## src/rtl/instr_fetch_ctrl_if.sv

```systemverilog
// Fetch controller bus bundle: instruction memory read port, decode handshake,
// redirect input and fault flag, grouped for the controller (master) and its environment (slave).
interface instr_fetch_ctrl_if;
  logic [31:0] mem_address;
  logic        mem_read;
  logic        mem_waitrequest;
  logic [31:0] mem_readdata;
  logic        instr_valid;
  logic        instr_ready;
  logic [31:0] instr_word;
  logic [31:0] instr_pc;
  logic        redirect_valid;
  logic [31:0] redirect_target;
  logic        fetch_fault;

  modport master (
    output mem_address, mem_read, instr_valid, instr_word, instr_pc, fetch_fault,
    input  mem_waitrequest, mem_readdata, instr_ready, redirect_valid, redirect_target
  );

  modport slave (
    input  mem_address, mem_read, instr_valid, instr_word, instr_pc, fetch_fault,
    output mem_waitrequest, mem_readdata, instr_ready, redirect_valid, redirect_target
  );
endinterface

```

## src/rtl/instr_fetch_ctrl.sv

```systemverilog
// Instruction fetch sequencer: owns the fetch PC, issues word reads with waitrequest,
// hands words to decode via valid/ready, services redirects and latches a sticky fault.
module instr_fetch_ctrl #(
  parameter logic [31:0] RESET_VECTOR = 32'hBFC00000,
  parameter logic [31:0] ROM_BASE     = 32'hBFC00000,
  parameter int unsigned ROM_BYTES    = 256
) (
  input  logic               clk,
  input  logic               reset_n,
  instr_fetch_ctrl_if.master bus
);

  typedef enum logic [1:0] {IDLE, REQ, HOLD, FAULT} state_t;

  localparam logic [31:0] ROM_LAST = ROM_BASE + 32'(ROM_BYTES) - 32'd4;

  state_t      state, state_nxt;
  logic [31:0] pc, pc_nxt;
  logic [31:0] word_q, word_nxt;
  logic [31:0] ipc_q, ipc_nxt;
  logic        redir_pend, redir_pend_nxt;
  logic [31:0] redir_tgt, redir_tgt_nxt;

  function automatic logic legal(input logic [31:0] a);
    return (a[1:0] == 2'b00) && (a >= ROM_BASE) && (a <= ROM_LAST);
  endfunction

  function automatic state_t enter(input logic [31:0] a);
    return legal(a) ? REQ : FAULT;
  endfunction

  always_ff @(posedge clk or negedge reset_n) begin
    if (!reset_n) begin
      state      <= IDLE;
      pc         <= RESET_VECTOR;
      word_q     <= '0;
      ipc_q      <= '0;
      redir_pend <= 1'b0;
      redir_tgt  <= '0;
    end else begin
      state      <= state_nxt;
      pc         <= pc_nxt;
      word_q     <= word_nxt;
      ipc_q      <= ipc_nxt;
      redir_pend <= redir_pend_nxt;
      redir_tgt  <= redir_tgt_nxt;
    end
  end

  always_comb begin
    state_nxt      = state;
    pc_nxt         = pc;
    word_nxt       = word_q;
    ipc_nxt        = ipc_q;
    redir_pend_nxt = redir_pend;
    redir_tgt_nxt  = redir_tgt;
    unique case (state)
      IDLE: begin
        if (bus.redirect_valid) pc_nxt = bus.redirect_target;
        state_nxt = enter(pc_nxt);
      end
      REQ: begin
        // The bus address must stay put while stalled, so a redirect is parked until acceptance.
        if (bus.mem_waitrequest) begin
          if (bus.redirect_valid) begin
            redir_pend_nxt = 1'b1;
            redir_tgt_nxt  = bus.redirect_target;
          end
        end else if (bus.redirect_valid) begin
          pc_nxt         = bus.redirect_target;
          redir_pend_nxt = 1'b0;
          state_nxt      = enter(pc_nxt);
        end else if (redir_pend) begin
          pc_nxt         = redir_tgt;
          redir_pend_nxt = 1'b0;
          state_nxt      = enter(pc_nxt);
        end else begin
          word_nxt  = bus.mem_readdata;
          ipc_nxt   = pc;
          pc_nxt    = pc + 32'd4;
          state_nxt = HOLD;
        end
      end
      HOLD: begin
        if (bus.redirect_valid) begin
          pc_nxt    = bus.redirect_target;
          state_nxt = enter(pc_nxt);
        end else if (bus.instr_ready) begin
          state_nxt = enter(pc);
        end
      end
      FAULT: state_nxt = FAULT;
      default: state_nxt = IDLE;
    endcase
  end

  assign bus.mem_address = pc;
  assign bus.mem_read    = (state == REQ);
  assign bus.instr_valid = (state == HOLD);
  assign bus.fetch_fault = (state == FAULT);
  assign bus.instr_word  = word_q;
  assign bus.instr_pc    = ipc_q;

endmodule
```

## src/flat_wrapper.sv

```systemverilog
// flat-port wrapper written by rule: the top's interface ports become plain ports
module instr_fetch_ctrl_flat 
#(
  parameter logic [31:0] RESET_VECTOR = 32'hBFC00000,
  parameter logic [31:0] ROM_BASE     = 32'hBFC00000,
  parameter int unsigned ROM_BYTES    = 256
)
  (clk, reset_n, bus_mem_address, bus_mem_read, bus_instr_valid, bus_instr_word, bus_instr_pc, bus_fetch_fault, bus_mem_waitrequest, bus_mem_readdata, bus_instr_ready, bus_redirect_valid, bus_redirect_target);
  instr_fetch_ctrl_if bus_i ();
  input  logic clk;
  input  logic reset_n;
  output wire logic [$bits(bus_i.mem_address)-1:0] bus_mem_address;
  output wire logic [$bits(bus_i.mem_read)-1:0] bus_mem_read;
  output wire logic [$bits(bus_i.instr_valid)-1:0] bus_instr_valid;
  output wire logic [$bits(bus_i.instr_word)-1:0] bus_instr_word;
  output wire logic [$bits(bus_i.instr_pc)-1:0] bus_instr_pc;
  output wire logic [$bits(bus_i.fetch_fault)-1:0] bus_fetch_fault;
  input wire logic [$bits(bus_i.mem_waitrequest)-1:0] bus_mem_waitrequest;
  input wire logic [$bits(bus_i.mem_readdata)-1:0] bus_mem_readdata;
  input wire logic [$bits(bus_i.instr_ready)-1:0] bus_instr_ready;
  input wire logic [$bits(bus_i.redirect_valid)-1:0] bus_redirect_valid;
  input wire logic [$bits(bus_i.redirect_target)-1:0] bus_redirect_target;
  assign bus_mem_address = bus_i.mem_address;
  assign bus_mem_read = bus_i.mem_read;
  assign bus_instr_valid = bus_i.instr_valid;
  assign bus_instr_word = bus_i.instr_word;
  assign bus_instr_pc = bus_i.instr_pc;
  assign bus_fetch_fault = bus_i.fetch_fault;
  assign bus_i.mem_waitrequest = bus_mem_waitrequest;
  assign bus_i.mem_readdata = bus_mem_readdata;
  assign bus_i.instr_ready = bus_instr_ready;
  assign bus_i.redirect_valid = bus_redirect_valid;
  assign bus_i.redirect_target = bus_redirect_target;
  instr_fetch_ctrl #(.RESET_VECTOR(RESET_VECTOR), .ROM_BASE(ROM_BASE), .ROM_BYTES(ROM_BYTES)) u_core (.clk(clk), .reset_n(reset_n), .bus(bus_i));
endmodule
```

## config.mk

```make
export PLATFORM = sky130hd
export DESIGN_NAME = instr_fetch_ctrl_flat
export DESIGN_NICKNAME = d
export VERILOG_FILES = /design/src/rtl/instr_fetch_ctrl_if.sv /design/src/rtl/instr_fetch_ctrl.sv /design/src/flat_wrapper.sv
export SDC_FILE = /design/constraint.sdc
export NUM_CORES = 1
export LEC_CHECK = 0
export ABC_CLOCK_PERIOD_IN_PS = 2800
export CORE_AREA = 3 3 141 143
export DETAILED_ROUTE_END_ITERATION = 8
export DIE_AREA = 0 0 144 146
export MAX_ROUTING_LAYER = met4
export PLACE_DENSITY_LB_ADDON = 0.2
export SYNTH_ARGS = -nofsm -noshare
export SYNTH_HDL_FRONTEND = slang
export SYNTH_SLANG_ARGS = --single-unit
export TNS_END_PERCENT = 30
```

## constraint.sdc

```tcl
create_clock -name clk -period 2.8 [get_ports clk]
set_input_delay 0.56 -clock clk [delete_from_list [all_inputs] [get_ports clk]]
set_output_delay 0.56 -clock clk [all_outputs]
set_load 0.01 [all_outputs]
```

run_1/flops_by_reg.png
(2 px per micron) Other sequential cells in the stronger grey, the rest of the logic in the fainter grey.
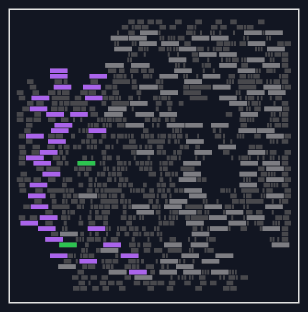
`u_core.redir_tgt`: in purple, flops 32. `u_core.state`: in green, flops 2.

run_1/placement_by_type.png
(3 px per micron)
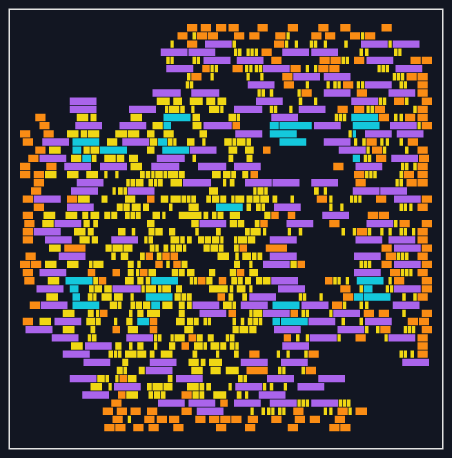
combinational and other logic: in yellow, cells 534, share of their area 34%. sequential cells: in purple, cells 131, share of their area 37%. remaining buffers and delay cells: in orange, cells 206, share of their area 22%. clock drivers and dummy loads: in cyan, cells 32, share of their area 6.4%.

run_1/layer_met3.png
(2 px per micron) Cells faint in the background.
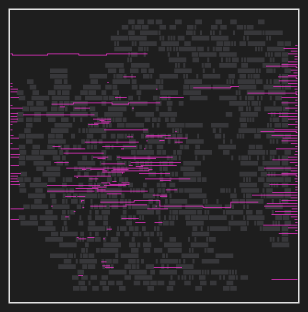
The layer holds 7.3% of the routed length. The layer carries 1570 microns of wire.

==> reports/metrics.yaml, run 1 <==
outcome:
  status: "finished, final reports clean"
route:
  highest_layer: "met4"
  num_vias: 6023
  wl_per_cell_microns: 19.0
logic_synthesis:
  top_area_cell: "dfrtp_1"
  ys_seq_elements: 131
  yosysMostFrequentCell: "nand2_1"
  yosysUniqueCellTypes: 68
  synth_warnings: 0
  yosys.area.top_type_share_pct: 46.8
  ys_sh_adder_pct: 0.383
power_and_ir_drop:
  power.group.top: "registers"
  p_clk_w: 0.00217
  switching_share_pct: 29.0
  vdd_drop_max_mv: 0.439
  power_switching_w: 0.00157
setup_path:
  crit_path_max_incr_delay_ns: 0.57
  start_kind: "register"
  rr_worst_depth: 5
  crit_buf_inv: 2
  cpMaxStageDelayCell: "dfrtp_1"
  rr_startpoint: "u_core.bus.mem_address[13]"
  crit_arrival_ns: 2.01
cts:
  post-cts-setup-buffers: 0
  cts.clk_slew.worst_paths_ns: 0.06
  cts-root-buf: "clkbuf_16"
  cts.sinks: 131
  clockBufferDepth: 2
floorplan:
  die_height_microns: 146
  die_area_sq_mm: 0.0210
  taps: 234
  core_area_sq_mm: 0.0187
  ios: 168
global_routing:
  gr-usage-all-layers_pct: 21.4
  grt_pass1_wl_mm: 34.2
  grt_use_met2_pct: 30.3
layout:
  final_core_util_pct: 49.2
  largestClassByArea: "sequential cells"
sta:
  drv_slew: 0
  fin_crit_ns: 2.57
  fin_skew_ns: 0.00651
  hold_ws_ns: 0.0513
placement:
  pre_cts_ws_ns: 0.0873
job:
  drv_cap: 0
min_path:
  hold_class: "input port to asynchronous set/reset pin"
==> run 2, diff against run 1 <==
- SKIP_CTS_REPAIR_TIMING: default -> 1
run_2/placement.png
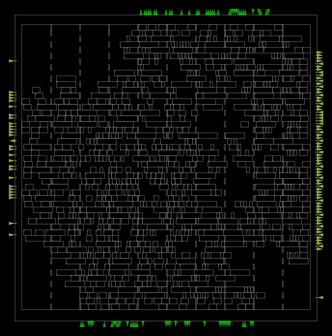
tapcell count: 234
seq_cells: 131
FILL cells: 1789

==> reports/metrics.yaml, run 2 <==
route:
  num_vias: 6023  # unchanged
  drtIter0Drc: 522
  wl_per_cell_microns: 19.0  # unchanged
  highest_layer: "met4"
setup_path:
  crit_arrival_ns: 2.01  # about the same
  cpMaxStageDelayCell: "dfrtp_1"
  rr_startpoint: "u_core.bus.mem_address[13]"
  start_kind: "register"
  path_cells: "nand2b_1, clkinv_1, clkdlybuf4s50_1"
  crit_buf_inv: 2  # unchanged
  rr_worst_depth: 5  # unchanged
cts:
  clockBufferDepth: 2  # unchanged
  cts.sinks: 131  # unchanged
  cts-root-buf: "clkbuf_16"
sta:
  fin_skew_ns: 0.00651  # unchanged
  hold_ws_ns: 0.0513  # unchanged
  drv_slew: 0  # unchanged
  fin_crit_ns: 2.57  # unchanged
power_and_ir_drop:
  power.group.top: "registers"
  power_switching_w: 0.00157  # unchanged
  p_clk_w: 0.00217  # about the same
global_routing:
  gr-usage-all-layers_pct: 21.4  # unchanged
  grt_pass1_wl_mm: 34.2  # unchanged
  grt_use_met2_pct: 30.3  # unchanged
layout:
  largestClassByArea: "sequential cells"
  final_core_util_pct: 49.2  # unchanged
  lay_top_cells: "nand2_1 (232), clkdlybuf4s50_1 (166), dfrtp_1 (122)"
job:
  drv_cap: 0  # unchanged
logic_synthesis:
  ys_seq_elements: 131  # unchanged
  ys_sh_adder_pct: 0.383  # unchanged
  synth_warnings: 0  # unchanged
  yosys.area.top_type_share_pct: 46.8  # unchanged
  top_area_cell: "dfrtp_1"
floorplan:
  ios: 168  # unchanged
  die_area_sq_mm: 0.0210  # unchanged
  die_height_microns: 146  # unchanged
placement:
  pre_cts_ws_ns: 0.0873  # unchanged
  place_area_sq_mm: 0.00863
outcome:
  status: "finished, final reports clean"
run_2/placement_by_type.png
(3 px per micron)
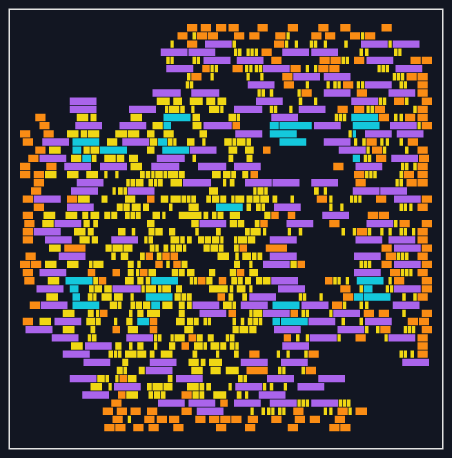
combinational and other logic: in yellow, cells 534, share of their area 34%. clock drivers and dummy loads: in cyan, cells 32, share of their area 6.4%. remaining buffers and delay cells: in orange, cells 206, share of their area 22%. sequential cells: in purple, cells 131, share of their area 37%.

==> run 3, diff against run 2 <==
- ABC_CLOCK_PERIOD_IN_PS: 2800 -> default
==> reports/metrics.yaml, run 3 <==
placement:
  pre_cts_ws_ns: 0.0873  # unchanged
  place_area_sq_mm: 0.00863  # unchanged
layout:
  flop-count: 131  # unchanged
  final_core_util_pct: 49.2  # unchanged
  nFillCells: 1789  # unchanged
  largestClassByArea: "sequential cells"
  lay_top_cells: "nand2_1 (232), clkdlybuf4s50_1 (166), dfrtp_1 (122)"
route:
  wl_per_cell_microns: 19.0  # unchanged
  highest_layer: "met4"
sta:
  hold_ws_ns: 0.0513  # unchanged
  fin_crit_ns: 2.57  # unchanged
  drv_slew: 0  # unchanged
  fin_skew_ns: 0.00651  # unchanged
global_routing:
  grt_use_met2_pct: 30.3  # unchanged
  gr-usage-all-layers_pct: 21.4  # unchanged
  grt_pass1_wl_mm: 34.2  # unchanged
outcome:
  status: "finished, final reports clean"
setup_path:
  path_cells: "nand2b_1, clkinv_1, clkdlybuf4s50_1"
  crit_buf_inv: 2  # unchanged
  rr_worst_depth: 5  # unchanged
  rr_startpoint: "u_core.bus.mem_address[13]"
  start_kind: "register"
logic_synthesis:
  top_area_cell: "dfrtp_1"
  ys_seq_elements: 131  # unchanged
  ys_sh_adder_pct: 0.383  # unchanged
  yosys.area.top_type_share_pct: 46.8  # unchanged
power_and_ir_drop:
  power.group.top: "registers"
  p_clk_w: 0.00217  # about the same
  power_switching_w: 0.00157  # unchanged
floorplan:
  ios: 168  # unchanged
  die_height_microns: 146  # unchanged
cts:
  cts-root-buf: "clkbuf_16"
  cts.sinks: 131  # unchanged
job:
  drv_cap: 0  # unchanged
run_3/flops_by_reg.png
(2 px per micron) Other sequential cells in the stronger grey, the rest of the logic in the fainter grey.
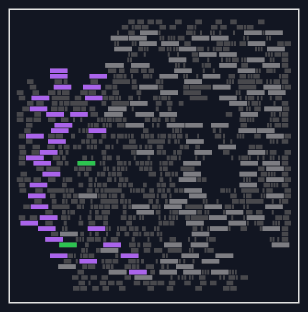
`u_core.redir_tgt`: in purple, flops 32. `u_core.state`: in green, flops 2.
Another 97 sequential cells are not coloured.

run_3/placement.png
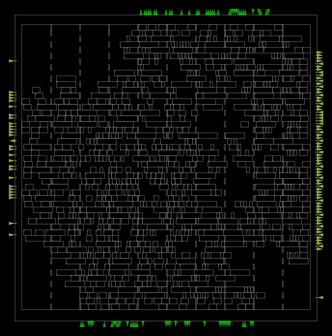
flop share of the area: 35.8%
Row Count: 50

